<file path="src/rtl/uop_issue.sv">
// Micro-op issue sequencer: replays a uop-cache address range loop_count+1 times into a 2-entry output FIFO.
// Optional build macro UOP_ISSUE_STALL_CNT_EN adds a saturating stall_count output.
module uop_issue #(
    parameter int ADDR_W = 6,
    parameter int DATA_W = 32
) (
    input  logic              clk,
    input  logic              reset,
    input  logic              start,
    input  logic [ADDR_W-1:0] start_addr,
    input  logic [ADDR_W-1:0] end_addr,
    input  logic [7:0]        loop_count,
    input  logic              abort,
    output logic              cache_read_enable,
    output logic [ADDR_W-1:0] cache_read_address,
    input  logic [DATA_W-1:0] cache_instruction,
    output logic              uop_valid,
    input  logic              uop_ready,
    output logic [DATA_W-1:0] uop_data,
    output logic              uop_last,
    output logic              busy,
`ifdef UOP_ISSUE_STALL_CNT_EN
    output logic [15:0]       stall_count,
`endif
    output logic              done
);

    typedef enum logic [1:0] {IDLE, RUN, DRAIN} state_t;

    state_t            state, state_nxt;
    logic [ADDR_W-1:0] start_q, end_q, addr;
    logic [7:0]        loops_q, pass;
    logic              vld_p1, last_p1;
    logic [DATA_W-1:0] fifo_data [2];
    logic [1:0]        fifo_last;
    logic              wr_ptr, rd_ptr;
    logic [1:0]        count;
    logic [2:0]        occ;
    logic              accept, pop, push, room, last_addr, final_pass, issue_last, drained;

    assign accept     = (state == IDLE) && start && !abort;
    assign pop        = uop_valid && uop_ready;
    assign push       = vld_p1 && !abort;
    // Occupancy the FIFO will have once the pending read lands; a new read needs a free slot beyond it.
    assign occ        = {1'b0, count} + {2'b00, vld_p1} - {2'b00, pop};
    assign room       = occ < 3'd2;
    assign last_addr  = addr == end_q;
    assign final_pass = pass == loops_q;
    assign issue_last = cache_read_enable && last_addr && final_pass;
    assign drained    = !vld_p1 && (count == 2'd0);

    assign uop_valid          = count != 2'd0;
    assign uop_data           = uop_valid ? fifo_data[rd_ptr] : '0;
    assign uop_last           = uop_valid && fifo_last[rd_ptr];
    assign cache_read_address = addr;

    always_ff @(posedge clk or negedge reset) begin
        if (!reset) state <= IDLE;
        else        state <= state_nxt;
    end

    always_comb begin
        state_nxt = state;
        if (abort) begin
            state_nxt = IDLE;
        end else begin
            unique case (state)
                IDLE:    if (start) state_nxt = RUN;
                RUN:     if (issue_last) state_nxt = DRAIN;
                DRAIN:   if (drained) state_nxt = IDLE;
                default: state_nxt = IDLE;
            endcase
        end
    end

    always_comb begin
        cache_read_enable = (state == RUN) && !abort && room;
        busy              = state != IDLE;
        done              = (state == DRAIN) && !abort && drained;
    end

    // Stage p0: sequence address / pass tracking
    always_ff @(posedge clk or negedge reset) begin
        if (!reset) begin
            start_q <= '0;
            end_q   <= '0;
            loops_q <= '0;
            addr    <= '0;
            pass    <= '0;
        end else if (accept) begin
            start_q <= start_addr;
            end_q   <= end_addr;
            loops_q <= loop_count;
            addr    <= start_addr;
            pass    <= '0;
        end else if (cache_read_enable) begin
            if (!last_addr) begin
                addr <= addr + 1'b1;
            end else if (!final_pass) begin
                addr <= start_q;
                pass <= pass + 8'd1;
            end
        end
    end

    // Stage p1: read in flight, data returns from the cache this cycle
    always_ff @(posedge clk or negedge reset) begin
        if (!reset) begin
            vld_p1  <= 1'b0;
            last_p1 <= 1'b0;
        end else if (abort) begin
            vld_p1  <= 1'b0;
            last_p1 <= 1'b0;
        end else begin
            vld_p1  <= cache_read_enable;
            last_p1 <= issue_last;
        end
    end

    // Stage p2: output FIFO
    always_ff @(posedge clk or negedge reset) begin
        if (!reset) begin
            wr_ptr <= 1'b0;
            rd_ptr <= 1'b0;
            count  <= '0;
        end else if (abort) begin
            wr_ptr <= 1'b0;
            rd_ptr <= 1'b0;
            count  <= '0;
        end else begin
            if (push) wr_ptr <= ~wr_ptr;
            if (pop)  rd_ptr <= ~rd_ptr;
            count <= count + {1'b0, push} - {1'b0, pop};
        end
    end

    always_ff @(posedge clk) begin
        if (push) begin
            fifo_data[wr_ptr] <= cache_instruction;
            fifo_last[wr_ptr] <= last_p1;
        end
    end

`ifdef UOP_ISSUE_STALL_CNT_EN
    always_ff @(posedge clk or negedge reset) begin
        if (!reset)
            stall_count <= '0;
        else if (accept)
            stall_count <= '0;
        else if (uop_valid && !uop_ready && stall_count != 16'hFFFF)
            stall_count <= stall_count + 16'd1;
    end
`endif

endmodule

</file>
<file path="config.mk">
export PLATFORM = sky130hd
export DESIGN_NAME = uop_issue
export DESIGN_NICKNAME = d
export VERILOG_FILES = /design/src/rtl/uop_issue.sv
export SDC_FILE = /design/constraint.sdc
export NUM_CORES = 1
export LEC_CHECK = 0
export ABC_AREA = 1
export CAP_MARGIN = 20
export CORE_ASPECT_RATIO = 1.2
export CORE_MARGIN = 3
export CORE_UTILIZATION = 55
export DETAILED_ROUTE_END_ITERATION = 8
export DONT_BUFFER_PORTS = 1
export GPL_ROUTABILITY_DRIVEN = 0
export PLACE_DENSITY = 0.7
export SYNTH_ARGS = -nofsm -noshare
export SYNTH_HDL_FRONTEND = slang
export SYNTH_SLANG_ARGS = --single-unit
</file>
<file path="constraint.sdc">
create_clock -name clk -period 5.4 [get_ports clk]
set_input_delay 0.81 -clock clk [delete_from_list [all_inputs] [get_ports clk]]
set_output_delay 0.81 -clock clk [all_outputs]
set_load 0.05 [all_outputs]
</file>
==> Changelog: implementation, run 1 <==
### Physical design

* Chip Width at 92.4 um
* Clock root cell: clkbuf_8
* Post-DP Area at 5050 um^2
* Top Registers: fifo_data: 64 flops, loops_q: 8 flops, pass: 8 flops
* Final setup margin at 1.26 ns
* Synth Instances at 511
* Clock buf/inv share at 3.54%
* Clk_lat worst skew at 0.36 ns
* Dominant kind of combinational cell: simple AND/OR/NAND/NOR gates
* Post-layout net count at 572
* Final setup viols at 0
* FP Rows at 37
* Largest net degree at the start of global routing at 43
* Tap Count at 117
* Post-CTS setup buffer count at 0
* Port bufs at 0
* Worst hold-check path type: primary input to async pin
* Comb area share at 31.6%
* CP Data Arrival Time at 3.33 ns
* EDFF count, synth at 66
* R2r setup slk at 2.02 ns
* CP startpoint kind: flop
* RSZ-0062 raised after global routing: no
* Ao+oa area frac at 5.82%
* Leading post-synthesis cells by cell area: edfxtp_1 40%, dfrtp_1 21%, nand2_1 14%
* Max-slew headroom at 25.8%
* Inverters, non-clock at 50
* Area share, top type at 40.2%
* Biggest Area Class: registers
* Met2 wire len at 4.81 mm
* Worst r2r src: count[1]
* Critical Path Slowest Stage Cell: dfrtp_1
* VDD IR-drop max at 0.000249 V
* Share of cells above drive strength 1 at 9.13%
* Crit-path most repeated cell: nand2_1
* DR WL met3 at 686 um
* H-tree Lvls at 3
* Grt met3 use at 5.27%
* DR top layer: met4
* Final WL at 9.49 mm
* Syn nets at 573
* CTS resizes at 0
* TritonCTS buffer count at 9
* Seq/total area at 57.9%
* Int Power at 1340 uW
* Syn Area/Cell at 9.64 um^2
* FP Util at 56.9%
* Synthesized chip area reported by yosys at 4930 um^2
* First-pass GRT wire length at 15.5 mm
* Fin crit share at 76.6%
* Switching power total at 1280 uW
* Cell Count, Final, Fillers Out at 632
* Top-count cell post-synth: nand2_1
* CP Class: flop to output pin
* Reg2reg end: cache_read_address[3]
* Remaining DRCs at 0
* CP endpoint kind: output pin
* Worst EP required at 4.59 ns
* Synth Seq Share at 61.6%
* Comb pwr share at 39.5%
* Layout clock buffers at 9
* Non-clk buf share at 0.573%
* Clock group share of total power at 17.9%
* N_diodes at 0
* Log Warnings at 26
* Status: complete, no violations
* Antenna viol nets, final at 0
* Clock-pin slew on the worst setup and hold paths at 0.11 ns
* Signal buffers at 4
* Main flop type: edfxtp_1
* Xor/xnor share at 2.13%
* Least-Margin Pin Slew at 1.12 ns
* Sequential logic power at 1120 uW
Run 1, the metal 1 layer:
Supply wires on this layer in gray.
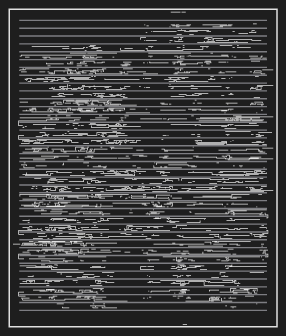
The layer carries 3890 um of wire. 519 nets have wire on it. The wires run mostly horizontal. The longest straight run is 33.6 um.

Run 1, met2 routing:
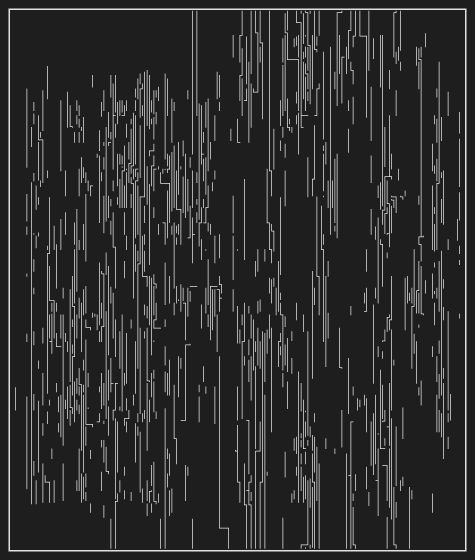
The layer carries 4810 um of wire. The longest straight run is 65.3 um.

Run 1, the metal 3 layer:
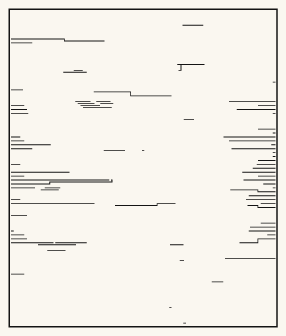
The layer carries 686 um of wire. The layer holds 7.2% of the routed length. 71 nets have wire on it. The longest straight run is 33.8 um.

Run 1, wiring heat map:
The bar under the picture is 20 um long. The die is cut into 18 by 22 equal tiles; dark purple is low, yellow is high, scaled to the fullest tile. Values are wire area over tile area, all layers added.
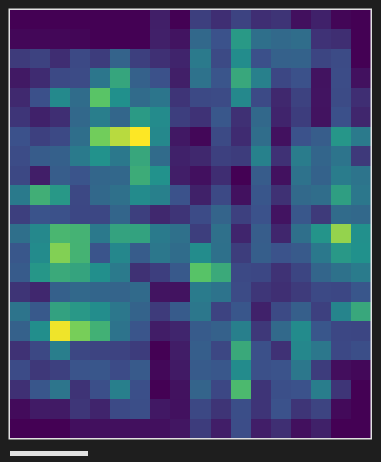

==> inputs of run 2 (changes only) <==
- PLACE_DENSITY: 0.7 -> 0.73
- clock period: 5.4 -> 3.35 ns (I/O delays scaled with it)
Run 2, wiring heat map:
The bar under the picture is 20 um long. The die is cut into 18 by 22 equal tiles; dark purple is low, yellow is high, scaled to the fullest tile. Values are wire area over tile area, all layers added.
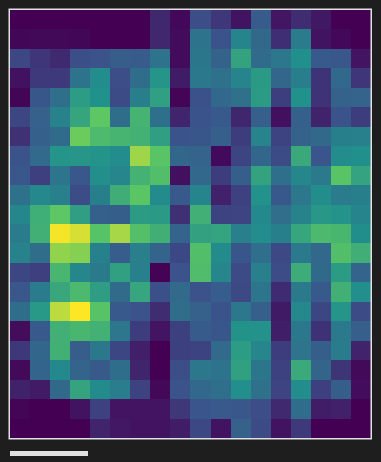
The fullest tile reaches 0.47. 20% of the tiles are over half the peak. 7.8% of the tiles are nearly empty. The mean over all tiles is 0.15.
total number of vias: 3465
Global Route Usage Sum: 19.9%
wire length per cell: 14.4 um

Run 2, clock wiring as the flow saved it:
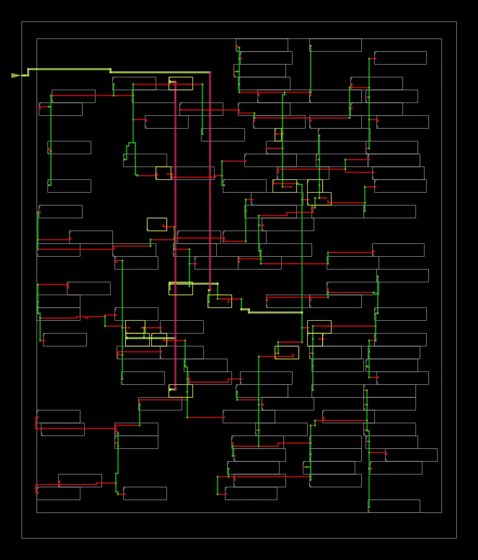
Layout clock buffers: 9
clk_skew: 0.0133 ns
clock distribution power: 761 uW
TritonCTS buffer count: 9

Run 2, the metal 1 layer:
Supply wires on this layer in gray.
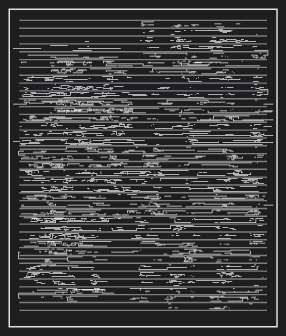
The longest straight run is 25.8 um. The wires run mostly horizontal.

==> run 2 against run 1 <==
Net effect:
- power increased by 72%
- area after synthesis unchanged
- register-to-register slack got worse by 1.3 ns
- global-route usage increased by 0.48 points
- clock skew increased by 0.0043 ns
- critical path depth decreased by 1
- hold slack improved by 0.064 ns
- count of clock-buffer cells in the layout unchanged
- via count increased by 3.4%
- largest cell class unchanged
- largest power group is now combinational logic
==> Changelog: implementation, run 2 <==
### Physical design

* Comb pwr share at 43.1% (+3.6 points)
* Pre-CTS setup slack at 0.667 ns
* N_diodes at 0 (unchanged)
* Vias in the first global route at 3306
* Worst EP required at 2.85 ns (-1.74 ns)
* Buf+Inv Stages, Crit Path at 3
* Comb area share at 29.9% (-1.7 points)
* Post-DP Area at 5320 um^2 (+5.3%)
* Die Size at 10100 um^2
* Max-slew headroom at 38.1% (+12 points)
* Remaining DRCs at 0 (unchanged)
* M1 WL at 3.85 mm
* CP startpoint kind: flop
* Top Registers: fifo_data: 64 flops, loops_q: 8 flops, pass: 8 flops
* First-pass GRT wire length at 15.8 mm (+1.7%)
* Antenna viol nets, final at 0 (unchanged)
* Biggest Area Class: registers
* H-tree Lvls at 3 (unchanged)
* Ao+oa area frac at 5.82% (unchanged)
* Synth Seq Share at 61.6% (unchanged)
* GRT met2 Usage at 35.2%
* Log Warnings at 26 (unchanged)
* FP Rows at 37 (unchanged)
* Basic Gates by Area at 23.8%
* Clock-pin slew on the worst setup and hold paths at 0.10 ns (about the same)
* Clk sinks at 108
* Tap Count at 117 (unchanged)
* Clock tree buffer depth at 2
* Slew Limit Fails at 0
* CP endpoint kind: output pin
* Signal buffers at 42 (+38)
* Slowest stage delay, CP at 0.47 ns
* Non-clk buf share at 5.96% (+5.4 points)
* Reg2reg end: cache_read_address[1]
* Top power consumer group: combinational logic
* Yosys stat cell total at 511
* Final Util at 64.0%
* Final setup margin at 0.277 ns (-0.986 ns)
* Global route overflow at 0
* Final Hold Violating Endpoints at 0
* FP Util at 56.9% (unchanged)
* Synthesized chip area reported by yosys at 4930 um^2 (unchanged)
* P_leak at 0.00248 uW
* RSZ-0062 raised after global routing: no
* Post-layout net count at 610 (+6.6%)
* Clock group share of total power at 16.9% (-1.0 points)
* Seq/total area at 54.8% (-3.1 points)
* Power, Total at 4500 uW
* Cell Type Count at 26
* Sequential logic power at 1800 uW (+61%)
* Initial drt markers at 145
* Max Clock Freq at 325 MHz
* Grt met3 use at 5.13% (-0.14 points)
* Clock buf/inv share at 3.34% (-0.19 points)
* Leading post-synthesis cells by cell area: edfxtp_1 40%, dfrtp_1 21%, nand2_1 14%
* Worst r2r src: count[1]
* VDD IR-drop max at 0.000407 V (+63%)
* Syn Area/Cell at 9.64 um^2 (unchanged)
* Switching power total at 2120 uW (+66%)
* Syn nets at 573 (unchanged)
* Total Neg Setup Slack at 0 ns
* DR WL met3 at 695 um (+1.3%)
* DR top layer: met4
* Mapped Area at 4930 um^2
* R2r setup slk at 0.74 ns (-1.28 ns)
* Synth Instances at 511 (unchanged)
* Worst-path maximum fanout at 5
* CP Class: flop to output pin
* EDFF count, synth at 66 (unchanged)
* Fin crit share at 91.7%
* Int Power at 2390 uW (+78%)
* Main flop type: edfxtp_1
* Adder Area Share at 1.42%
* CP startpoint: count[1]
* Least-Margin Pin Slew at 0.926 ns (-0.190 ns)
* Critical Path Slowest Stage Cell: dfrtp_1
* Comb pwr at 1940 uW
* Ys flops at 108
* Post-CTS setup buffer count at 0 (unchanged)
* Crit-path most repeated cell: nand2_1
* Die Ht at 110 um
* Met2 wire len at 4.92 mm (+2.4%)
* Chip Width at 92.4 um (unchanged)
* FF-to-FF path depth at 16
* Placed insts at 652
* CTS resizes at 0 (unchanged)
* Dominant kind of combinational cell: simple AND/OR/NAND/NOR gates
* Post-DP HPWL at 6.73 mm
* Register area at 3030 um^2
* Status: complete, no violations
* Initial antenna violation count at 0
* Cell Count, Final, Fillers Out at 670 (+6.0%)
* Clk_lat worst skew at 0.37 ns (about the same)
* Top-count cell post-synth: nand2_1
* Final setup viols at 0 (unchanged)
* CP Data Arrival Time at 2.57 ns (-0.76 ns)
* Port bufs at 0 (unchanged)
* Xor/xnor share at 2.13% (unchanged)
* Share of cells above drive strength 1 at 15.2% (+6.1 points)
* Core Area at 8660 um^2
* Worst hold-check path type: primary input to flop
* Clock root cell: clkbuf_8
* Pwr/cell area at 813 nW/um^2
* CTS tree: done
* Inverters, non-clock at 50 (unchanged)
* Tmin final at 3.07 ns
* Final WL at 9.62 mm (+1.4%)
* Largest net degree at the start of global routing at 43 (unchanged)
* Area share, top type at 40.2% (unchanged)
Power is estimated from default activity; no workload was simulated.
